==> config.mk <==
export PLATFORM = sky130hd
export DESIGN_NAME = rgmii_xmit
export DESIGN_NICKNAME = d
export VERILOG_FILES = /design/src/rtl/rgmii_xmit.sv
export SDC_FILE = /design/constraint.sdc
export NUM_CORES = 1
export LEC_CHECK = 0
export CAP_MARGIN = 10
export CORE_ASPECT_RATIO = 1.4
export CORE_UTILIZATION = 35
export DETAILED_ROUTE_END_ITERATION = 12
export DONT_BUFFER_PORTS = 1
export PLACE_DENSITY = 0.49
export SYNTH_ARGS = -nofsm -noshare
export SYNTH_HDL_FRONTEND = slang
export SYNTH_SLANG_ARGS = --single-unit
==> constraint.sdc <==
create_clock -name clk -period 2.2 [get_ports clk]
set_input_delay 0.66 -clock clk [delete_from_list [all_inputs] [get_ports clk]]
set_output_delay 0.66 -clock clk [all_outputs]
set_load 0.1 [all_outputs]
==> src/rtl/rgmii_xmit.sv <==
// rgmii_xmit: byte stream -> preamble/SFD framed GMII -> RGMII DDR pins.
// Optional RGMII_XMIT_FCS_EN: pad to 60 bytes and append CRC-32 FCS.
module rgmii_xmit #(
   parameter int IFG_BYTES      = 12,
   parameter int PREAMBLE_BYTES = 7
) (
   input  logic       clk,
   input  logic       rst,
   input  logic [7:0] s_data,
   input  logic       s_valid,
   input  logic       s_last,
   output logic       s_ready,
   output logic       busy,
   output logic       underrun,
   output logic       mii_txc,
   output logic [3:0] mii_txd,
   output logic       mii_txctl
);

   localparam logic [7:0] PRE_LAST = 8'(PREAMBLE_BYTES - 1);
   localparam logic [7:0] IFG_LAST = 8'(IFG_BYTES - 1);

   typedef enum logic [2:0] {
      S_IDLE,
      S_PREAMBLE,
      S_SFD,
      S_DATA,
      S_DRAIN,
      S_PAD,
      S_FCS,
      S_IFG
   } state_t;

   state_t     state, state_n;
   logic [7:0] cnt, cnt_n;
   logic       tx_en, tx_er, txc_q1;
   logic       en_n, er_n, unr_n;
   logic [7:0] txd, txd_n;
   logic [3:0] txd_q1, txd_q2;
   logic       ctl_q1, ctl_q2;

`ifdef RGMII_XMIT_FCS_EN
   logic [5:0]  bcnt, bcnt_n, bcnt_inc;
   logic [31:0] crc, crc_n, crc_inv;

   function automatic logic [31:0] crc_step(
      input logic [31:0] c_in,
      input logic [7:0]  b
   );
      logic [31:0] c;
      c = c_in ^ {24'h0, b};
      for (int k = 0; k < 8; k++)
         c = c[0] ? ((c >> 1) ^ 32'hEDB88320) : (c >> 1);
      return c;
   endfunction

   assign bcnt_inc = (bcnt == 6'd60) ? 6'd60 : bcnt + 6'd1;
   assign crc_inv  = ~crc;
`endif

   assign busy = (state != S_IDLE);

   // Next-state, handshake and next GMII byte.
   always_comb begin
      state_n = state;
      cnt_n   = cnt;
      en_n    = 1'b0;
      er_n    = 1'b0;
      txd_n   = 8'h00;
      unr_n   = 1'b0;
      s_ready = 1'b0;
`ifdef RGMII_XMIT_FCS_EN
      bcnt_n  = bcnt;
      crc_n   = crc;
`endif
      case (state)
         S_IDLE: begin
            if (s_valid) begin
               state_n = S_PREAMBLE;
               cnt_n   = '0;
            end
         end
         S_PREAMBLE: begin
            en_n  = 1'b1;
            txd_n = 8'h55;
            if (cnt == PRE_LAST)
               state_n = S_SFD;
            else
               cnt_n = cnt + 8'd1;
         end
         S_SFD: begin
            en_n    = 1'b1;
            txd_n   = 8'hD5;
            state_n = S_DATA;
`ifdef RGMII_XMIT_FCS_EN
            bcnt_n  = '0;
            crc_n   = '1;
`endif
         end
         S_DATA: begin
            s_ready = 1'b1;
            en_n    = 1'b1;
            if (s_valid) begin
               txd_n = s_data;
`ifdef RGMII_XMIT_FCS_EN
               bcnt_n = bcnt_inc;
               crc_n  = crc_step(crc, s_data);
`endif
               if (s_last) begin
                  cnt_n = '0;
`ifdef RGMII_XMIT_FCS_EN
                  if (bcnt_inc < 6'd60)
                     state_n = S_PAD;
                  else
                     state_n = S_FCS;
`else
                  state_n = S_IFG;
`endif
               end
            end else begin
               er_n    = 1'b1;
               unr_n   = 1'b1;
               state_n = S_DRAIN;
            end
         end
         S_DRAIN: begin
            s_ready = 1'b1;
            if (s_valid && s_last) begin
               state_n = S_IFG;
               cnt_n   = '0;
            end
         end
`ifdef RGMII_XMIT_FCS_EN
         S_PAD: begin
            en_n   = 1'b1;
            bcnt_n = bcnt_inc;
            crc_n  = crc_step(crc, 8'h00);
            if (bcnt_inc == 6'd60) begin
               state_n = S_FCS;
               cnt_n   = '0;
            end
         end
         S_FCS: begin
            en_n  = 1'b1;
            txd_n = crc_inv[{cnt[1:0], 3'b000} +: 8];
            if (cnt[1:0] == 2'd3) begin
               state_n = S_IFG;
               cnt_n   = '0;
            end else begin
               cnt_n = cnt + 8'd1;
            end
         end
`endif
         S_IFG: begin
            if (cnt == IFG_LAST) begin
               state_n = s_valid ? S_PREAMBLE : S_IDLE;
               cnt_n   = '0;
            end else begin
               cnt_n = cnt + 8'd1;
            end
         end
         default: state_n = S_IDLE;
      endcase
   end

   // FSM state and shared byte-time counter.
   always_ff @(posedge clk or posedge rst) begin
      if (rst) begin
         state <= S_IDLE;
         cnt   <= '0;
      end else begin
         state <= state_n;
         cnt   <= cnt_n;
      end
   end

`ifdef RGMII_XMIT_FCS_EN
   // Payload/pad byte count and running CRC.
   always_ff @(posedge clk or posedge rst) begin
      if (rst) begin
         bcnt <= '0;
         crc  <= '1;
      end else begin
         bcnt <= bcnt_n;
         crc  <= crc_n;
      end
   end
`endif

   // Registered GMII byte stage.
   always_ff @(posedge clk or posedge rst) begin
      if (rst) begin
         tx_en    <= 1'b0;
         tx_er    <= 1'b0;
         txd      <= 8'h00;
         underrun <= 1'b0;
      end else begin
         tx_en    <= en_n;
         tx_er    <= er_n;
         txd      <= txd_n;
         underrun <= unr_n;
      end
   end

   // oddr stage: capture both halves, d1 in high phase, d2 in low phase.
   always_ff @(posedge clk or posedge rst) begin
      if (rst) begin
         txc_q1 <= 1'b0;
         txd_q1 <= 4'h0;
         txd_q2 <= 4'h0;
         ctl_q1 <= 1'b0;
         ctl_q2 <= 1'b0;
      end else begin
         txc_q1 <= 1'b1;
         txd_q1 <= txd[3:0];
         txd_q2 <= txd[7:4];
         ctl_q1 <= tx_en;
         ctl_q2 <= tx_en ^ tx_er;
      end
   end

   assign mii_txc   = clk & txc_q1;
   assign mii_txd   = clk ? txd_q1 : txd_q2;
   assign mii_txctl = clk ? ctl_q1 : ctl_q2;

endmodule

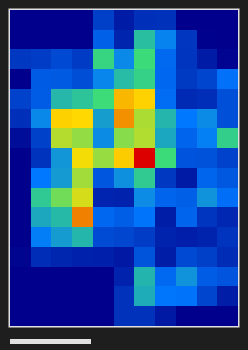
Fig. 1. Routed metal per tile.
The bar under the picture is 20 um long. 11 x 16 tiles, from dark blue (low) to red (high), scaled to the fullest tile. Values are wire area over tile area, all layers added.
tiles over half the peak	11%
emptiest ninth of the die	south-west
mean over tiles	0.11
total track usage: 15.63%
Vias: 1,082
Routed WL: 2944 um
WL per Instance: 14.79 um

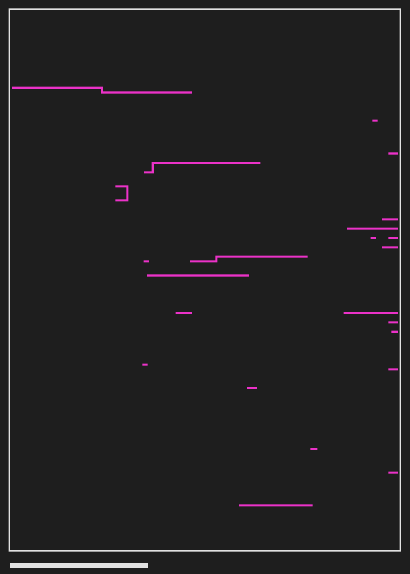
Fig. 2. The metal 3 layer.
The bar under the picture is 20 um long.
share of all routed wire	4.1%
nets with wire on the layer	16

==> impl_metrics.py <==
# Flow results
metrics = {
    "yosys": {
        "yosysWarnings": 0,
        "syn_area_sq_um": 1454,
        "synthArstFlopShare_pct": 100.0,
        "xor_share_pct": 1.205,
        "fp_nets": 143,
        "synth-edff-count": 0,
        "synthTopCellsByCount": "dfrtp_1 (32), nor2_1 (11), nand2_1 (9), a21oi_1 (8), a22o_1 (7)",
        "top_cell": "dfrtp_1",
        "synth_top_area_share_pct": 55.08,
        "yosys-top-cells-area": "dfrtp_1 (55%), mux2_2 (4.6%), a22o_1 (4.2%), nor2_1 (2.8%), a21oi_1 (2.8%)",
        "synthMuxAreaShare_pct": 4.647,
        "syn_inst": 129,
        "syn_area_per_cell_sq_um": 11.27,
        "synthAdderAreaFrac_pct": 1.721,
        "yosys.stat.chipArea_sq_um": 1454,
        "ys_ff": 32,
        "ys_types": 38,
        "yosys.area.top_type": "dfrtp_1",
        "simple_gate_share_pct": 15.15,
        "synth_stat.cells": 129,
        "logic_family": "AND-OR/OR-AND gates",
        "ys_sh_aoi_pct": 19.62,
        "synthFlopType": "dfrtp_1",
        "ys_seq_share_pct": 55.08,
    },
    "worst_setup_path": {
        "reg2reg_from": "state[0]",
        "worstSetupPathType": "clock port to primary output",
        "rr_endpoint": "cnt[6]",
        "critPathRequiredTime_ns": 1.54,
        "arrival_ns": 1.75,
        "r2r_cells": 6,
        "crit_path_end": "mii_txd[0]",
        "r2r_slack_ns": 0.09,
        "start_kind": "clock port",
        "cp_max_fo": 3,
        "startpoint": "clk",
        "endpoint_kind": "primary output",
    },
    "timing": {
        "rsz0062_at_grt": "true",
        "setup-tns-final_ns": -1.162,
        "report.final.setup_viol": 6,
        "worstMarginPinSlew_ns": 0.7297,
        "whs_ns": 0.2392,
        "drv_slew": 0,
        "setup_ws_ns": -0.2106,
        "hold_violations": 0,
        "slew_headroom_pct": 51.17,
        "finClkSkew_ns": 0.003917,
    },
    "cts": {
        "clk_latency_ns": 0.39,
        "cts_resized": 6,
        "holdBufCountCts": 0,
        "post_cts_buffers": 3,
        "clkTransAtPathRegs_ns": 0.07,
        "cts_tree": "done",
    },
    "power_and_ir_drop": {
        "p_sw_mw": 1.709,
        "power.group.top": "the clock network",
        "p_per_area_nw_per_um2": 1982,
        "total_power_mw": 3.735,
        "power.internal_mw": 2.026,
        "pwr-share-comb_pct": 30.7,
        "leakagePower_nw": 0.8729,
        "irDropWorstVdd_v": 0.001912,
        "clock_power_share_pct": 45.8,
        "pg_clk_mw": 1.71,
        "p_seq_uw": 878,
        "p_sw_share_pct": 45.75,
        "p_comb_mw": 1.14,
        "seqPwrFrac_pct": 23.5,
    },
    "run": {
        "cap_violations": 0,
        "warning_count": 35,
    },
    "floorplanning": {
        "io_pins": 21,
        "die_w_um": 56.47,
        "coreArea_sq_um": 3953,
        "initial_core_util_pct": 36.78,
        "die-area_sq_um": 4419,
        "rows": 27,
        "die_h_um": 78.26,
    },
    "placed_design": {
        "gp_congestion": 0.8194,
        "dp_hpwl_um": 1944,
        "dpl.cell_count": 178,
        "preCtsSetupSlack_ns": 0.02015,
        "port_buffers": 0,
    },
    "route": {
        "drt_iter0_drc": 37,
        "firstDrtPassIters": 4,
        "avgViaCountPerCell": 5.437,
        "drc": 0,
        "antenna_left": 0,
    },
    "final_layout": {
        "drive_gt1_share_pct": 32.05,
        "nets": 168,
        "n_antenna_cell": 0,
        "instances_no_fill": 199,
        "areaGrowthSynthToFinish_pct": 29.60,
    },
    "global_routing": {
        "grt_max_degree": 33,
        "first_global_vias": 1146,
        "antenna_found_initial": 0,
        "overflow": 0,
        "grt_pass1_wl_um": 4961,
    },
    "run_status": {
        "status": "finished with violations",
        "violations": "negative setup slack",
    },
    "min_path": {
        "hp-class": "primary input to asynchronous set/reset pin",
    },
}
[cells by family after synthesis]
kind of cell,Yosys count
AOI/OAI and AO/OA,34
xor gates and xnor gates,2
adders and majority gates,2
buffers and inverters,9
DFF,32
muxes,6
other,1
and+or+nand+nor,43
[state kept, by name, summed over array words and instances (netlist names)]
| signal | count |
|---|---|
| tx_en | 1 |
| txd_q2 | 4 |
| tx_er | 1 |
| state | 3 |
| txd | 8 |
| txc_q1 | 1 |
| ctl_q2 | 1 |
| ctl_q1 | 1 |
| txd_q1 | 4 |
| cnt | 8 |
[worst max-delay path: stages]
cell and delay, ns:
buf_8 0.10, buf_8 0.11, mux2_4 0.43
[routing by layer]
layer / up-vias / global-route usage, % / routed length [um]
met5: - / 0 / 0
met4: 0 / 16.83 / 104
met3: 12 / 6.260 / 121
met2: 25 / 24.12 / 1606
met1: 531 / 14.77 / 1112
li1: 514 / - / -
[per-stage QoR]
stage               cell area [sq um]  utilization, %
floorplan                        1485               -
global placement                 1603           40.55
detailed placement               1603           40.55
CTS                              1817           45.96
global route                     1884           47.67
finish                           1884           47.67
[layout by cell type, fill, tap and decap left out, types with 2 or more instances in the layout]
cell type  netlist  final
dfrtp_1         32     31
buf_4            0     15
nor2_1          11     10
nand2_1          9      8
a21oi_1          8      8
a22o_1           7      7
clkbuf_8         0      7
and2_1           6      5
mux2_4           0      5
inv_1            4      4
nand3_1          3      3
nor3_1           3      3
a32oi_1          3      3
buf_8            0      3
buf_6            0      3
o2bb2ai_1        2      2
or2_2            2      2
o21ai_0          3      2
ha_1             2      2
[final cells by class]
class	count	area (sq um)
clock buffer	13	163.9
clock inverter	2	35.03
fill	346	2068
inverter	4	15.01
multi-input combinational	88	666.9
sequential	32	802.0
tap	43	53.80
timing repair buffer	17	147.6
No activity file was given, so power comes from the tool's default toggle rates.
